==> config.mk <==
export PLATFORM = sky130hd
export DESIGN_NAME = pe_loop_cntl
export DESIGN_NICKNAME = d
export VERILOG_FILES = /design/src/rtl/pe_loop_cntl.sv
export SDC_FILE = /design/constraint.sdc
export NUM_CORES = 1
export LEC_CHECK = 0
export CORE_AREA = 2 2 154 156
export CTS_CLUSTER_DIAMETER = 120
export DETAILED_ROUTE_END_ITERATION = 10
export DIE_AREA = 0 0 156 158
export HOLD_SLACK_MARGIN = 0.05
export MAX_ROUTING_LAYER = met4
export PLACE_DENSITY_LB_ADDON = 0.3
export SLEW_MARGIN = 20
export SYNTH_ARGS = -nofsm -noshare
export SYNTH_HDL_FRONTEND = slang
export SYNTH_SLANG_ARGS = --single-unit
==> constraint.sdc <==
create_clock -name clk -period 5.5 [get_ports clk]
set_input_delay 0.825 -clock clk [delete_from_list [all_inputs] [get_ports clk]]
set_output_delay 0.825 -clock clk [all_outputs]
set_load 0.02 [all_outputs]
Fig. 1: run 1, placement density heat map
16 x 16 tiles, from white (low) to dark blue (high), 0 to 100% covered.
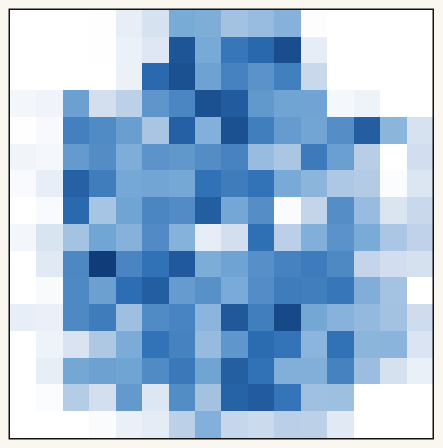
tiles over 75% full	9.0%
mean over tiles	38%
nearly empty tiles	18%
emptiest ninth of the die	north-west
fp_density: 34.61%
core area: 23050 µm²
Finished Core Util: 42.54%

Fig. 2: run 1, cell outlines without signal wires
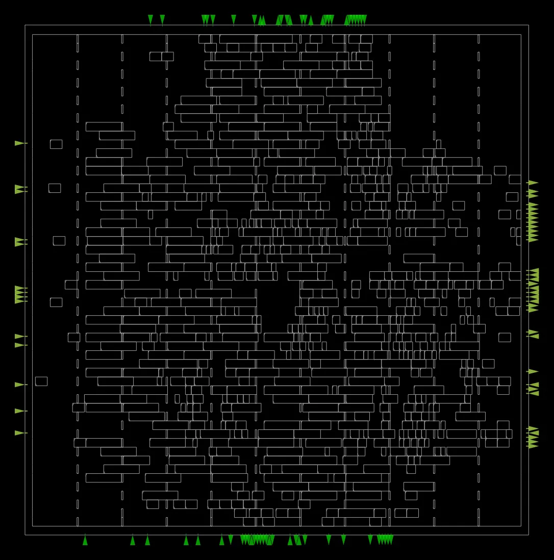
final cell count without fillers: 959
Tap Count: 290
flip-flop and latch count: 169
Filler Cells Inserted: 2046
Seq area share: 49.88%

Fig. 3: run 1, I/O pins on the die edge
The bar under the picture is 50 µm long. Pins as bars across the die edge, other pins in gray.
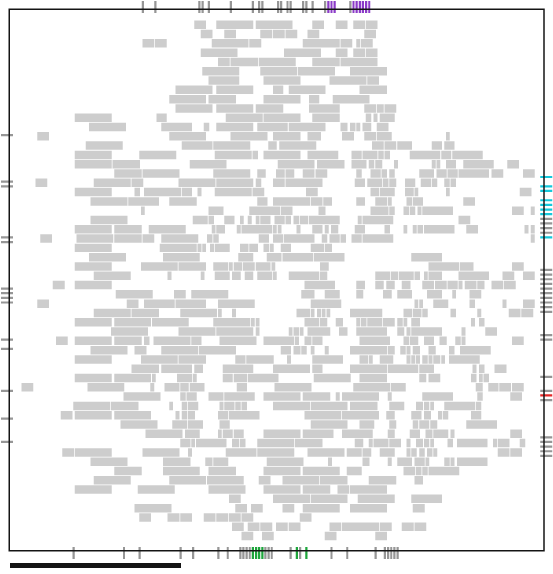
color	port	pins	direction	edge
purple	nz_cnt	9	input	north
cyan	issue_a	8	output	east
green	issue_c	6	output	south
red	req_input_valid	1	output	east
all pins by edge	33 east, 30 south, 27 north, 14 west
Die Height: 158 µm
die width: 156 µm

==> notes.md, run 1 <==
fresh numbers from the pnr run: YS chip area 7978 µm², PortBufs 99, via count 4860, Max FO, Critical Path 14, FFs w/ async S/R, synth 21.89%, Setup TNS 0 ns, Initial DRC Count 255, Max Used Layer met4, drt wl/cell between 15 and 20 µm, max incr delay on CP about 0.69 ns, fmax 204.1 MHz, maximum level of the CTS H-tree 4, TritonCTS buffer count 17, vias per cell approximately 5, router iterations before antenna repair 4, Syn. warnings 0, status finished, final reports clean, Slew Limit Headroom approximately two fifths, Worst Max-Slew Pin Slew 0.8772 ns, Synth Seq Share 61.29%, Main synth FF type edfxtp_1, GRT Total Usage 15.23%, HPWL Detailed 12.36 mm, Fin. Hold Viols 0, ratio of total power to cell area 360.0 nW/µm², critical path cell sequence buf_4 -> mux4_2 -> mux2i_1 -> ha_1 -> nand3_1 -> o21ba_2 -> a21oi_1 -> or3_1 -> nand3_1 -> nor2_1 -> clkdlybuf4s50_1, Critical Path RT 4.68 ns, DRC violations left 0, first-pass GRT wire length 27.59 mm, Post-synth regs ~170, Crit Path Category flip-flop to primary output, vias in the first global route around 5100, Peak VDD IR 149.2 µV, maxcap violations 0, Clock Path Buffers 2, antenna viol nets, final 0, most used cell, CP nand3_1, EDFF count, synth 132, Period minus WS final approximately 4.9 ns, yosys stat cell total ~560, Top cell excl fill/tap edfxtp_1, P_leak between 3 and 4 nW, Root Buffer clkbuf_16, synthesis-to-finish area growth 22.91%, I/O pins about 100, Unique cell types 59, DRT Wirelength 17.66 mm, WL met3 around 970 µm, CP startpoint kind flip-flop, initial antenna violation count 0
[run 1: stage by stage]
stage	hold WS [ns]	std cells	cell area, µm²	worst slack [ns]	utilization, %
3_5_place_dp	0.5036	927	9238	1.043	40.07
4_1_cts	0.5189	959	9801	0.5652	42.52
2_1_floorplan	0.4698	560	7989	1.016	-
5_1_grt	0.5402	959	9806	0.3658	42.54
3_3_place_gp	0.4978	927	9238	1.099	40.07
6_report	0.5144	959	9806	0.6013	42.54
[run 1: logic make-up after synthesis]
kind of cell	count (synthesis)	synth area share, %
DFF	169	61.29
and+or+nand+nor	130	8.281
AOI/OAI and AO/OA	86	7.466
buffers and inverters	67	4.046
muxes	48	10.84
adders and majority gates	40	6.274
xor gates and xnor gates	16	1.757
other	1	0.04701
[run 1: routing by layer]
metal / vias to the layer above / GRT usage, %
li1: 2311 / -
met1: 2399 / 19.58
met2: 133 / 23.96
met3: 17 / 3.121
met4: 0 / 5.854
met5: - / -
[run 1: power breakdown]
part / internal (mW) / total [mW] / switching [mW]
logic: 0.348 / 0.797 / 0.450
clock network: 0.632 / 1.14 / 0.512
registers: 1.49 / 1.59 / 0.0952
total: 2.47 / 3.53 / 1.06
[run 1: critical path: cells and delay by family, from the launching register on]
family | cells | cell delay [ns]
buffers and inverters | 2 | 0.98
flip-flops | 1 | 0.60
AND-OR/OR-AND | 2 | 0.38
AND/OR/NAND/NOR | 4 | 0.50
multiplexers | 2 | 0.87
adder cells (fa/ha/maj) | 1 | 0.32
[run 1: area by class of cell]
type	count	area [µm²]
clock inverters	15	137.6
inverters	35	131.4
well taps	290	362.8
flip-flops and latches	169	4891
repair buffers	109	1061
clock buffers	17	425.4
fillers	2046	13250
multi-input cells	324	2796
Fig. 4: run 1, cells by drive strength
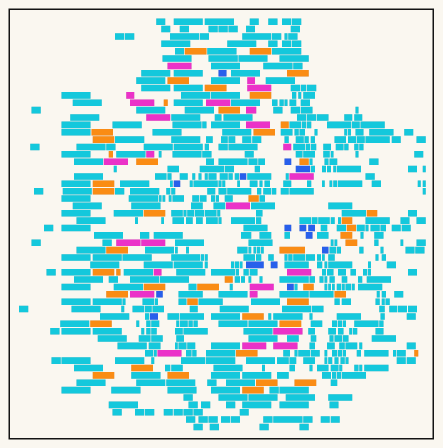

==> inputs of run 2 (changes only) <==
Settings changed: REMOVE_ABC_BUFFERS from default to 1.
Fig. 5: run 2, cells by drive strength
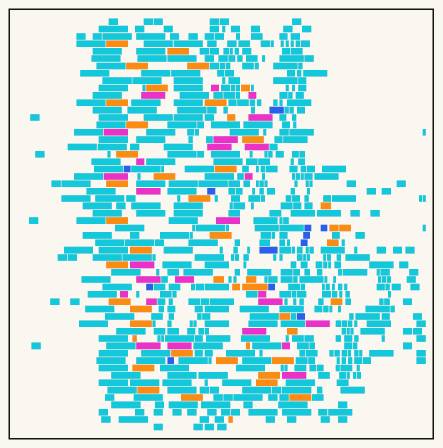
color	size	cells	share
cyan	x1 and smaller	583	87%
orange	x2	46	6.9%
magenta	x6 and larger	26	3.9%
blue	x3 and x4	12	1.8%
Repair and plain buffers: 107
worst setup margin: 0.5593 ns
synthesis-to-finish area growth: 22.63%
Design Area, Final: 9783 µm²

Fig. 6: run 2, I/O pins on the die edge
The bar under the picture is 50 µm long. Pins as bars across the die edge, other pins in gray.
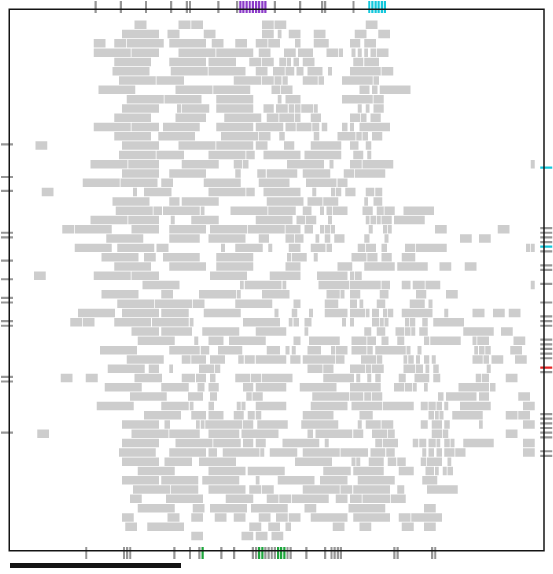
color	port	pins	direction	edge
green	issue_c	6	output	south
purple	nz_cnt	9	input	north
red	req_input_valid	1	output	east
cyan	issue_a	8	output	6 north, 2 east
all pins by edge	33 south, 29 east, 28 north, 14 west
PortBufs: 99

Fig. 7: run 2, placement density heat map
16 x 16 tiles, from white (low) to dark blue (high), 0 to 100% covered.
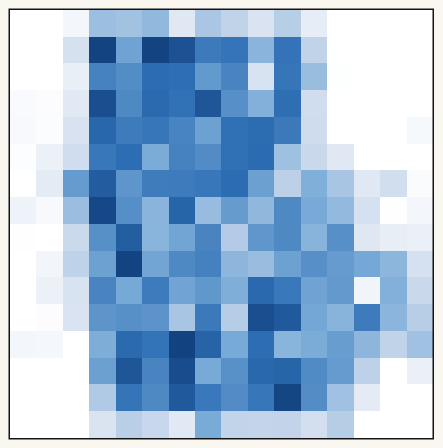
emptiest ninth of the die	north-east
fullest tile	93%
tiles over 75% full	12%
nearly empty tiles	21%
mean over tiles	38%
Finished Core Util: 42.44%

==> run 2 against run 1 <==
Critical path depth unchanged. Die area unchanged. Clock-buffer cell count up 1. Setup slack worse by 0.042 ns. Worst hold slack worse by 0.00082 ns. Sequential power about the same. Clock skew up 0.00056 ns. Core utilization down 0.098 points. Critical path type unchanged. Highest routed layer unchanged.
==> notes.md, run 2 <==
fresh numbers from the pnr run: Clock Path Buffers 2 (unchanged), placed instance area 9235 µm² (about the same), GR met2 Demand/Resource 24.08% (+0.13 points), Top cell excl fill/tap edfxtp_1, Initial DRC Count 305 (+20%), final hold slack 0.5136 ns (-0.0008180 ns), Period minus WS final 4.941 ns (+0.04201 ns), Root Buffer clkbuf_16, WP buf/inv 2 (unchanged), status finished, final reports clean, fp_density 34.61% (unchanged), core area 23050 µm² (unchanged), met1 usage 19.07% (-0.50 points), router iterations before antenna repair 4 (unchanged), worst slack at placement 0.9430 ns (-0.09963 ns), FFs w/ async S/R, synth 21.89% (unchanged), YS chip area 7978 µm² (unchanged), die width 156 µm (unchanged), first-pass GRT wire length 27.73 mm (+0.50%), Die Height 158 µm (unchanged), Slew Limit Headroom 34.06% (-7.5 points), final cell count without fillers 958 (-0.10%), Synth Seq Share 61.29% (unchanged), DRT Wirelength 17.08 mm (-3.3%), Critical Path RT 4.68 ns (about the same), ratio of total power to cell area 354.1 nW/µm² (-1.6%), Fin. Hold Viols 0 (unchanged), I/O pins 104 (unchanged), EDFF count, synth 132 (unchanged), Filler Cells Inserted 2055 (+0.44%), P_leak 3.666 nW (-0.54%), Worst Max-Slew Pin Slew 0.9803 ns (+0.1031 ns), Max FO, Critical Path 17 (+3), vias in the first global route 5167 (+1.8%), HPWL Detailed 12.13 mm (-1.8%), CP Depth 11 (unchanged), drt wl/cell 17.83 µm (-3.2%), via count 4875 (+0.31%)
-- run 2: netlist changes by cell type in the layout (fill, tap and decap cells not counted) --
| cell | previous run | this run |
|---|---|---|
| buf_4 | 10 | 7 |
| clkbuf_1 | 0 | 1 |
| buf_12 | 0 | 1 |
| inv_6 | 6 | 7 |
| diode_2 | 0 | 1 |
| bufinv_16 | 1 | 0 |
| clkinv_2 | 3 | 2 |
-- run 2: power breakdown --
group | switching [mW] | total [mW] | internal [mW]
clock network | 0.504 | 1.09 | 0.589
logic | 0.441 | 0.781 | 0.340
registers | 0.0960 | 1.59 | 1.49
total | 1.04 | 3.46 | 2.42
-- run 2: logic make-up (layout without fill, tap and decap cells) --
group                      after synthesis  in the layout  synth area share [%]
DFF                                    169            169                 61.29
and+or+nand+nor                        130            130                 8.281
AOI/OAI and AO/OA                       86             86                 7.466
buffers and inverters                   67            174                 4.046
muxes                                   48             48                 10.84
adders and majority gates               40             40                 6.274
xor gates and xnor gates                16             16                 1.757
other                                    1              5               0.04701
-- run 2: routing by layer --
layer,routed length (µm),part of all wire (%)
met1,7696,45
met4,200,1.2
met3,759,4.4
met5,0,0
met2,8428,49
-- run 2: area by class of cell --
| class | count | area, µm² | share of cell area (%) |
|---|---|---|---|
| clock buffer | 18 | 429.2 | 4.387 |
| timing repair buffer | 107 | 1059 | 10.82 |
| antenna | 1 | 2.502 | 0.02558 |
| inverter | 35 | 131.4 | 1.343 |
| sequential | 169 | 4891 | 49.99 |
| clock inverter | 14 | 111.4 | 1.138 |
| multi-input combinational | 324 | 2796 | 28.58 |
| tap | 290 | 362.8 | 3.709 |
Power is estimated from default activity; no workload was simulated.
